==> images/util_map.png <==
The die is cut into 13 by 13 equal tiles; black is low, pale yellow is high, 0 to 100% covered.
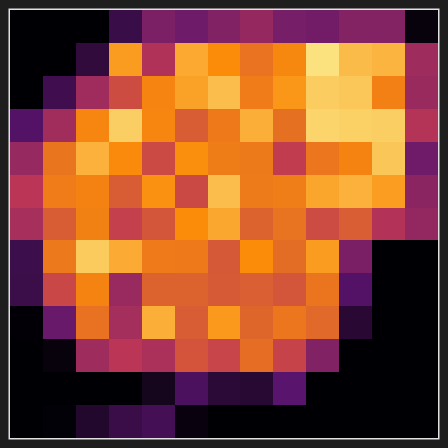
==> images/sizing.png <==
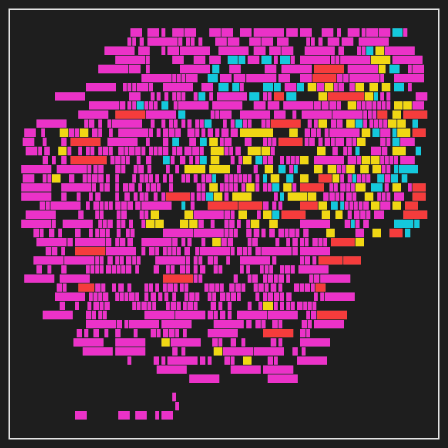
==> images/class_map.png <==
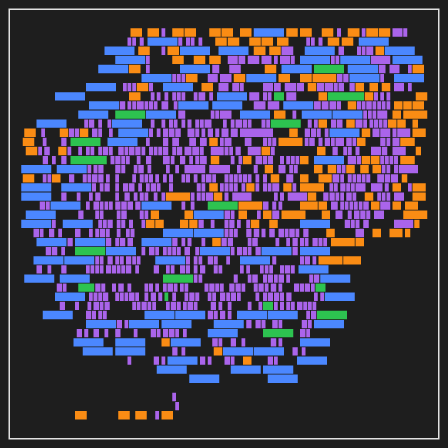
==> images/ff_map.png <==
Other sequential cells in the stronger gray, the rest of the logic in the fainter gray.
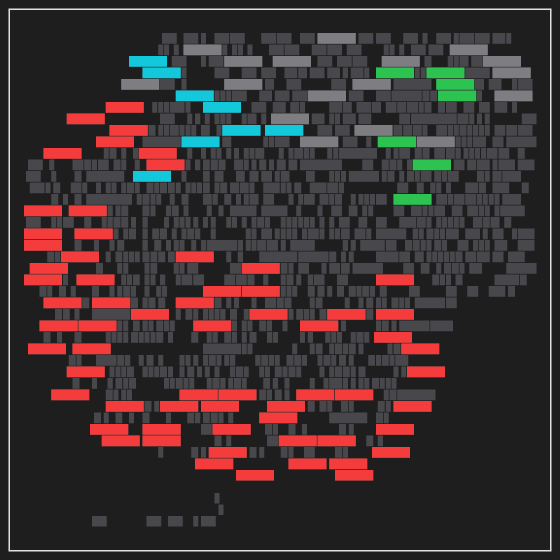
==> images/congestion_map.png <==
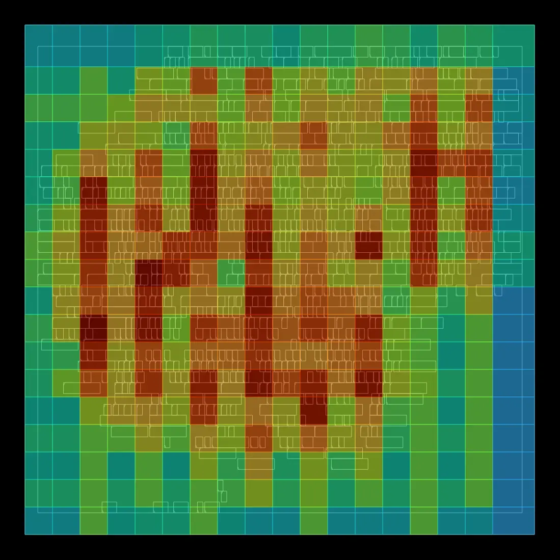
**config.mk**
```make
export PLATFORM = sky130hd
export DESIGN_NAME = issue_stage
export DESIGN_NICKNAME = d
export VERILOG_FILES = /design/src/rtl/issue_stage_pkg.sv /design/src/rtl/issue_stage_reg_file.sv /design/src/rtl/issue_stage.sv
export SDC_FILE = /design/constraint.sdc
export NUM_CORES = 1
export LEC_CHECK = 0
export ABC_AREA = 1
export CORE_MARGIN = 3
export CORE_UTILIZATION = 40
export DETAILED_ROUTE_END_ITERATION = 7
export PLACE_DENSITY = 0.74
export SYNTH_ARGS = -nofsm -noshare
export SYNTH_HDL_FRONTEND = slang
export SYNTH_HIERARCHICAL = 1
export SYNTH_SLANG_ARGS = --single-unit
```
**constraint.sdc**
```tcl
create_clock -name CLK -period 2.31 [get_ports CLK]
set_clock_uncertainty 0.2 [all_clocks]
set_input_delay 0.693 -clock CLK [delete_from_list [all_inputs] [get_ports CLK]]
set_output_delay 0.693 -clock CLK [all_outputs]
set_load 0.01 [all_outputs]
```
**src/rtl/issue_stage_pkg.sv**
```systemverilog
// rtl/issue_stage_pkg.sv - shared widths, opcodes, state and output types for the issue stage
package issue_stage_pkg;

  localparam int OP_W     = 4;
  localparam int DATA_W   = 8;
  localparam int NUM_REGS = 8;
  localparam int ADDR_W   = 3;

  typedef enum logic [OP_W-1:0] {
    ALU_ADD  = 4'd0,
    ALU_SUB  = 4'd1,
    ALU_XOR  = 4'd2,
    ALU_RXOR = 4'd3,
    ALU_CMPH = 4'd4,
    ALU_SHL  = 4'd5,
    ALU_SHR  = 4'd6
  } alu_op_e;

  typedef enum logic {
    ST_EMPTY = 1'b0,
    ST_FULL  = 1'b1
  } stage_state_e;

  typedef struct packed {
    logic [OP_W-1:0]   op;
    logic [DATA_W-1:0] a;
    logic [DATA_W-1:0] b;
    logic [ADDR_W-1:0] dest;
    logic              dest_en;
  } issue_out_t;

  // True when this cycle's writeback targets a real (nonzero) register equal to addr
  function automatic logic wb_hits(input logic wb_en, input logic [ADDR_W-1:0] wb_addr,
                                   input logic [ADDR_W-1:0] addr);
    return wb_en && (wb_addr != '0) && (wb_addr == addr);
  endfunction

endpackage

```
**src/rtl/issue_stage_reg_file.sv**
```systemverilog
// rtl/issue_stage_reg_file.sv - 8x8 register file, two read ports, one write port, write bypass
module reg_file
  import issue_stage_pkg::*;
(
  input  logic              clk_i,
  input  logic              rst_i,
  input  logic [ADDR_W-1:0] ra_addr_i,
  input  logic [ADDR_W-1:0] rb_addr_i,
  output logic [DATA_W-1:0] ra_data_o,
  output logic [DATA_W-1:0] rb_data_o,
  input  logic              we_i,
  input  logic [ADDR_W-1:0] wa_i,
  input  logic [DATA_W-1:0] wd_i
);

  logic [DATA_W-1:0] regs_q [NUM_REGS];

  // Storage: R0 is never written so it stays at its reset value of zero
  always_ff @(posedge clk_i or posedge rst_i) begin
    if (rst_i) begin
      for (int i = 0; i < NUM_REGS; i++) regs_q[i] <= '0;
    end else if (we_i && (wa_i != '0)) begin
      regs_q[wa_i] <= wd_i;
    end
  end

  // Read ports: R0 forced to zero, same-cycle writeback forwarded ahead of storage
  always_comb begin
    ra_data_o = regs_q[ra_addr_i];
    rb_data_o = regs_q[rb_addr_i];
    if (ra_addr_i == '0)                      ra_data_o = '0;
    else if (wb_hits(we_i, wa_i, ra_addr_i))  ra_data_o = wd_i;
    if (rb_addr_i == '0)                      rb_data_o = '0;
    else if (wb_hits(we_i, wa_i, rb_addr_i))  rb_data_o = wd_i;
  end

endmodule

```
**src/rtl/issue_stage.sv**
```systemverilog
// rtl/issue_stage.sv - operand read, scoreboard hazard check and registered ALU hand-off
module issue_stage
  import issue_stage_pkg::*;
(
  input  logic              CLK,
  input  logic              RESET,
  input  logic              IN_VALID,
  output logic              IN_READY,
  input  logic [OP_W-1:0]   IN_OP,
  input  logic [ADDR_W-1:0] RA,
  input  logic [ADDR_W-1:0] RB,
  input  logic [DATA_W-1:0] IMM,
  input  logic              USE_IMM,
  input  logic [ADDR_W-1:0] RD,
  input  logic              RD_EN,
  input  logic              WB_EN,
  input  logic [ADDR_W-1:0] WB_ADDR,
  input  logic [DATA_W-1:0] WB_DATA,
  output logic [OP_W-1:0]   OP,
  output logic [DATA_W-1:0] INPUT_A,
  output logic [DATA_W-1:0] INPUT_B,
  output logic [ADDR_W-1:0] DEST,
  output logic              DEST_EN,
  output logic              OUT_VALID,
  input  logic              OUT_READY
);

  stage_state_e          state_q, state_d;
  issue_out_t            out_q, out_d;
  logic [NUM_REGS-1:0]   pend_q, pend_d;
  logic [DATA_W-1:0]     ra_data, rb_data;
  logic                  hazard, slot_free, accept;

  reg_file u_reg_file (
    .clk_i     (CLK),
    .rst_i     (RESET),
    .ra_addr_i (RA),
    .rb_addr_i (RB),
    .ra_data_o (ra_data),
    .rb_data_o (rb_data),
    .we_i      (WB_EN),
    .wa_i      (WB_ADDR),
    .wd_i      (WB_DATA)
  );

  // Hazard: a source or destination still owned by an in-flight producer, unless it retires now
  always_comb begin
    hazard = 1'b0;
    if (pend_q[RA] && !wb_hits(WB_EN, WB_ADDR, RA))                 hazard = 1'b1;
    if (!USE_IMM && pend_q[RB] && !wb_hits(WB_EN, WB_ADDR, RB))     hazard = 1'b1;
    if (RD_EN && pend_q[RD] && !wb_hits(WB_EN, WB_ADDR, RD))        hazard = 1'b1;
  end

  // FSM state register
  always_ff @(posedge CLK or posedge RESET) begin
    if (RESET) state_q <= ST_EMPTY;
    else       state_q <= state_d;
  end

  // FSM next state: fill on accept, drain only when consumed with nothing new arriving
  always_comb begin
    state_d = state_q;
    case (state_q)
      ST_EMPTY: if (accept) state_d = ST_FULL;
      ST_FULL:  if (OUT_READY && !accept) state_d = ST_EMPTY;
      default:  state_d = ST_EMPTY;
    endcase
  end

  // FSM outputs: ready never looks at IN_VALID so upstream can rely on it combinationally
  always_comb begin
    OUT_VALID = (state_q == ST_FULL);
    slot_free = !OUT_VALID || OUT_READY;
    IN_READY  = slot_free && !hazard;
    accept    = IN_VALID && IN_READY;
  end

  // Output register next value: load on accept, otherwise hold (covers stall and drain)
  always_comb begin
    out_d = out_q;
    if (accept) begin
      out_d.op      = IN_OP;
      out_d.a       = ra_data;
      out_d.b       = USE_IMM ? IMM : rb_data;
      out_d.dest    = RD;
      out_d.dest_en = RD_EN;
    end
  end

  // Scoreboard next value: clear on writeback first so a same-cycle set wins
  always_comb begin
    pend_d = pend_q;
    if (WB_EN && (WB_ADDR != '0))        pend_d[WB_ADDR] = 1'b0;
    if (accept && RD_EN && (RD != '0))   pend_d[RD]      = 1'b1;
    pend_d[0] = 1'b0;
  end

  // Output register and scoreboard storage
  always_ff @(posedge CLK or posedge RESET) begin
    if (RESET) begin
      out_q  <= '0;
      pend_q <= '0;
    end else begin
      out_q  <= out_d;
      pend_q <= pend_d;
    end
  end

  assign OP      = out_q.op;
  assign INPUT_A = out_q.a;
  assign INPUT_B = out_q.b;
  assign DEST    = out_q.dest;
  assign DEST_EN = out_q.dest_en;

endmodule

```
==> qor.csv <==
stage;metric;value;unit
synthesis;post_synth_instance_area;5930;um2
synthesis;adder_share;0;%
power;pg_clk;1.65;mW
timing;grt_setup_unrepaired;yes;
power;ir_worst_vdd;0.000425;V
status;failed_checks;negative setup slack;
critical_path;cp.required;1420;ps
timing;timing.hold.ws;200;ps
synthesis;ys.flop_type;dfrtp_1;
synthesis;yosys.area_share.simple;40.8;%
power;finalPower;5.67;mW
global_routing;grt_first_pass_wirelength;28800;um
synthesis;async_flop_share;100;%
placed_design;place_worst_setup_slack;-1080;ps
drt;route.final.wire_length;17300;um
synthesis;yosys_instances;859;
finish;number_of_flip_flops_in_the_largest_register;64;
timing;slew_violations;0;
power;power_density;747;nW/um2
global_routing;grt_max_degree;37;
clocking;post_cts_buffers;3;
floorplan;chipHeight;128;um
finish;layout-drive-gt1-share;18.0;%
synthesis;synth_cell_type_count;30;
synthesis;synthMostInstantiatedCell;nand2_1;
critical_path;cp_launch_type;input pin;
finish;clock_cell_area_share;4.34;%
finish;final_cell_mix;374 x nand2_1, 107 x nand3_1, 96 x dfrtp_1;
drt;post_dr_vias_cell;5.22;
finish;design.seq.count;96;
power;p_seq;2.31;mW
flow_run;warnings;28;
clocking;clk-insertion-delay-late;350;ps
critical_path;worst-setup-path-type;in2out;
synthesis;synth.logic.top_family;simple AND/OR/NAND/NOR gates;
power;power.switching_fraction;32.4;%
critical_path;critical_path.cell_chain;clkbuf_4 -> xnor2_2 -> nand2_1 -> nor2_1 -> nor2_1 -> nand2_1 -> nand2_2 -> nor2_4 -> buf_6;
synthesis;post_synth_inst_count;859;
power;p_leak;3.89;nW
synthesis;ys_area;5930;um2
timing;layout_setup_ws;-102;ps
worst_hold_path;min_delay_worst_endpoint;u_reg_file/regs_q[59]$_DFFE_PP0P_;
timing;setup_viol_count_final;1;
synthesis;synthDominantAreaCellType;dfrtp_1;
status;outcome;finished with violations;
Notes on util_map.png above:
fullest tile: 94%
nearly empty tiles: 21%
tiles over 75% full: 19%
mean over tiles: 45%
emptiest ninth of the die: bottom right

Notes on sizing.png above:
| size | color | cells | most used |
|---|---|---|---|
| x1 and smaller | magenta | 791 | nand2_1 |
| x3 and x4 | yellow | 82 | buf_4 |
| x2 | cyan | 59 | nand2_2 |
| x6 and larger | red | 33 | buf_12 |
final setup margin: -102 ps
area added between synthesis and finish: 28.0%
non-clock buffer instance count of the final layout: 139
Post-Layout Inst Area: 7590 um2

Notes on class_map.png above:
| class | color | cells | share of their area |
|---|---|---|---|
| sequential cells | blue | 96 | 33% |
| remaining logic cells | purple | 714 | 45% |
| remaining buffers and delay cells | orange | 139 | 18% |
| clock drivers and dummy loads | green | 16 | 4.5% |

Notes on ff_map.png above:
| netlist name | color | placed flops |
|---|---|---|
| INPUT_A | cyan | 8 |
| u_reg_file/regs_q | red | 64 |
| pend_q | green | 7 |
not colored: 17

Notes on congestion_map.png above:
met1 demand-to-capacity share in global routing: 30.1%
total routing usage reported by global routing: 21.9%
GR Util met2: 34.0%
met3 Use GR: 3.71%

Power is estimated from default activity; no workload was simulated.
